## src/rtl/gcd_ctrl_dp.sv

```systemverilog
// Subtract-based GCD engine: control FSM plus X/Y operand registers fed by 2:1 muxes.
// Operands come in on a start/ready handshake; the result leaves on res_valid/res_ready.
module gcd_ctrl_dp #(
    parameter int WIDTH = 4
) (
    input  logic             clk,
    input  logic             rst,
    input  logic             start,
    input  logic [WIDTH-1:0] a_in,
    input  logic [WIDTH-1:0] b_in,
    output logic             ready,
    output logic             x_sel,
    output logic             y_sel,
    output logic             res_valid,
    input  logic             res_ready,
    output logic [WIDTH-1:0] result,
    output logic [WIDTH-1:0] iter_cnt
);

    typedef enum logic [1:0] {
        IDLE,
        CALC,
        DONE
    } state_t;

    state_t           state;
    state_t           state_nx;
    logic [WIDTH-1:0] x_q;
    logic [WIDTH-1:0] y_q;
    logic [WIDTH-1:0] x_d;
    logic [WIDTH-1:0] y_d;
    logic             accept;
    logic             finish;
    logic [WIDTH-1:0] term_val;

    // Zero X returns Y (covers gcd(0,0)=0); zero Y or X==Y returns X.
    assign term_val = (x_q == '0) ? y_q : x_q;
    assign accept   = (state == IDLE) && start;

    // Operand muxes: sel=0 loads the input operand, sel=1 loads the difference.
    assign x_d = x_sel ? (x_q - y_q) : a_in;
    assign y_d = y_sel ? (y_q - x_q) : b_in;

    always_comb begin
        state_nx = state;
        ready    = 1'b0;
        x_sel    = 1'b0;
        y_sel    = 1'b0;
        finish   = 1'b0;
        case (state)
            IDLE: begin
                ready = 1'b1;
                if (start) state_nx = CALC;
            end
            CALC: begin
                if ((x_q == '0) || (y_q == '0) || (x_q == y_q)) begin
                    finish   = 1'b1;
                    state_nx = DONE;
                end else if (x_q > y_q) begin
                    x_sel = 1'b1;
                end else begin
                    y_sel = 1'b1;
                end
            end
            DONE: begin
                if (res_valid && res_ready) state_nx = IDLE;
            end
            default: state_nx = IDLE;
        endcase
    end

    always_ff @(posedge clk or posedge rst) begin
        if (rst) begin
            state <= IDLE;
        end else begin
            state <= state_nx;
        end
    end

    always_ff @(posedge clk or posedge rst) begin
        if (rst) begin
            x_q <= '0;
            y_q <= '0;
        end else begin
            if (accept || x_sel) x_q <= x_d;
            if (accept || y_sel) y_q <= y_d;
        end
    end

    always_ff @(posedge clk or posedge rst) begin
        if (rst) begin
            iter_cnt <= '0;
        end else if (accept) begin
            iter_cnt <= '0;
        end else if ((x_sel || y_sel) && (iter_cnt != '1)) begin
            iter_cnt <= iter_cnt + WIDTH'(1);
        end
    end

    always_ff @(posedge clk or posedge rst) begin
        if (rst) begin
            result <= '0;
        end else if (finish) begin
            result <= term_val;
        end
    end

    // res_valid rises one cycle after entering DONE; consumption is only honoured once it is up.
    always_ff @(posedge clk or posedge rst) begin
        if (rst) begin
            res_valid <= 1'b0;
        end else if (state == DONE) begin
            if (!res_valid) begin
                res_valid <= 1'b1;
            end else if (res_ready) begin
                res_valid <= 1'b0;
            end
        end else begin
            res_valid <= 1'b0;
        end
    end

endmodule

```

## config.mk

```make
export PLATFORM = sky130hd
export DESIGN_NAME = gcd_ctrl_dp
export DESIGN_NICKNAME = d
export VERILOG_FILES = /design/src/rtl/gcd_ctrl_dp.sv
export SDC_FILE = /design/constraint.sdc
export NUM_CORES = 1
export LEC_CHECK = 0
export ABC_AREA = 0
export CAP_MARGIN = 20
export CORE_MARGIN = 3
export CORE_UTILIZATION = 40
export CTS_CLUSTER_DIAMETER = 120
export CTS_CLUSTER_SIZE = 28
export DETAILED_ROUTE_END_ITERATION = 16
export PLACE_DENSITY_LB_ADDON = 0.2
export SLEW_MARGIN = 15
export SYNTH_ARGS = -nofsm -noshare
export SYNTH_HDL_FRONTEND = slang
export SYNTH_SLANG_ARGS = --single-unit
```

## constraint.sdc

```tcl
create_clock -name clk -period 4.35 [get_ports clk]
set_input_delay 1.305 -clock clk [delete_from_list [all_inputs] [get_ports clk]]
set_output_delay 1.305 -clock clk [all_outputs]
set_load 0.02 [all_outputs]
```

I/O pins on the die edge:
Bar = 20 um. Pins as bars across the die edge, other pins in grey.
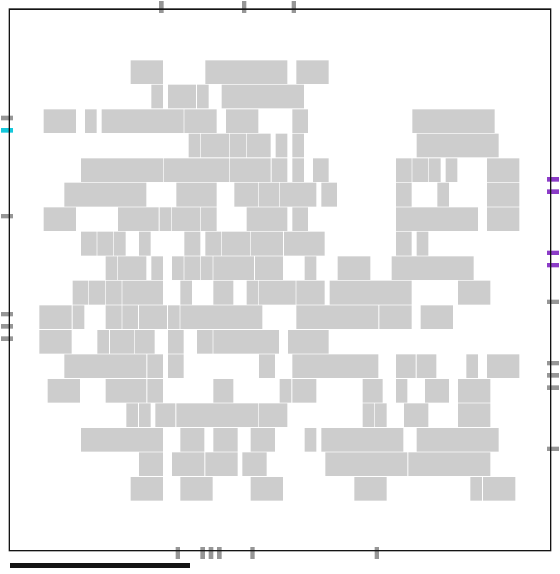
Purple marks result, pins 4, direction output, edge right. Cyan marks clk, pins 1, direction input, edge left.
All pins by edge: 9 right, 6 bottom, 6 left, 3 top.

Sizing map:
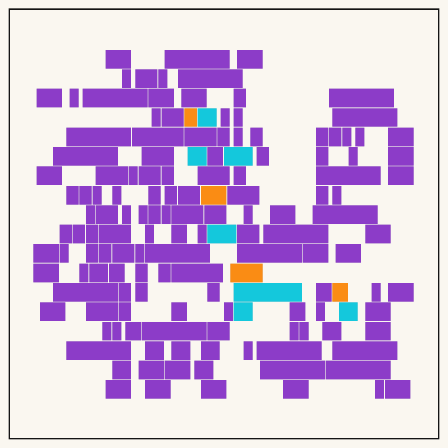
Orange marks drive 2, cells 4, share 2.7%. Purple marks drive 1 or less, cells 137, share 93%. Cyan marks drive 3 to 4, cells 7, share 4.7%.

==> job_summary.md <==
### Metrics collected by this job

| Metric | Value |
|---|---|
| Measured slew at the worst slew-check pin | 0.7156 ns |
| Total track usage | 0.1622 |
| Aoi share | 0.1892 |
| PortBufs | 23 |
| Tapcells | 30 |
| Seq_cells | 19 |
| Final wirelength | 2629 um |
| Ys Warns | 0 |
| Final setup vio count | 0 |
| Largest net degree at the start of global routing | 20 |
| Die area | 3592 um^2 |
| Clk_skew | 0.007942 ns |
| Crit path DRT | 3.04 ns |
| Clk power | 0.0000911 W |
| FP Rows | 18 |
| Netlist Area Pre-Place | 1164 um^2 |
| Dominant kind of combinational cell | AND-OR/OR-AND gates |
| FF+latch area | 475.5 um^2 |
| DP Worst Slack | 0.6664 ns |
| Sequential power | 0.000351 W |
| P&R area growth vs syn | 25.05% |
| Top cells by area, synth | dfrtp_1, ha_1, a21oi_1, inv_1, nand2_1 |
| Buffering overhead | 0.1634 |
| Dominant cell type by area after synthesis | dfrtp_1 |
| Simple share | 0.1774 |
| #MultiIn Comb | 89 |
| Clock tree buffer depth | 2 |
| Total tool warning count | 29 |
| Yosys stat cell total | 122 |
| Status | finished, final reports clean |
| CP Max Fanout | 5 |
| Worst-Skew Late Latency | 0.30 ns |
| Clock-cell share | 0.01892 |
| Switch share | 0.4813 |
| Fin crit share | 0.9379 |
| Yosys top cell by instances | dfrtp_1 |
| Slowest-stage cell, CP | clkdlybuf4s50_1 |
| Post-Place Cells | 174 |
| CP Buf/Inv Count | 3 |
| Fmax | 0.2451 GHz |
| Top-area cell type share of the netlist area | 0.4086 |
| Pwr/cell area | 894.3 nW/um^2 |
| Vias per cell | 5.635 |
| Critical Path Start Type | flip-flop |
| Hold depth | 2 |
| # H-tree levels | 1 |
| Worst-path cell chain | inv_1, ha_1, fa_1, nand2b_1, a21oi_1, nand2_1, inv_1, clkdlybuf4s50_1 |
| DR WL/cell | 14.77 um |
| Minimum setup slack in the final design | 0.2702 ns |
| DR WL met2 | 1176 um |
| Slew margin rel. | 0.5224 |
| Non-clk bufs | 24 |
| Largest stage delay, worst path | 0.60 ns |
| Cell Count, Final, Fillers Out | 178 |
| Area reported by Yosys stat | 1164 um^2 |
| R2r endpoint | y_q[0] |
| P_comb | 0.000859 W |
| Cell family with most CP delay | buffers and inverters |
| Most frequent CP cell | inv_1 |
| Placed instance area | 1428 um^2 |
| Top cells by count | dfrtp_1, a21oi_1, inv_1 |
| Global-route wire length before repair | 4422 um |
| Design Power | 0.001301 W |
| Synth Net Count | 144 |
==> worst min-delay path, cell delays in order, from the launching register on <==
cell	delay (ns)
dfrtp_1	0.36
nor2_1	0.05
a21oi_1	0.10
==> layout by cell type (no fill, tap or decap) <==
master,n
clkdlybuf4s50_1,23
dfrtp_1,19
a21oi_1,17
inv_1,12
nand2_1,11
nor2_1,10
ha_1,8
o21ai_0,4
xnor2_1,4
o221ai_1,4
nor3_1,4
o31ai_1,3
mux2i_1,3
clkbuf_4,3
nand4_1,2
or4_4,2
and3_1,2
o211ai_1,2
fa_1,2
nand3_1,1
nor2b_1,1
o311ai_0,1
nor3b_1,1
and4_2,1
nand2b_1,1
a21o_1,1
a311oi_4,1
or2_2,1
nand4_2,1
nor4_1,1
clkinv_2,1
buf_4,1
Power figures rest on the tool's default switching activity, not on a simulated workload.
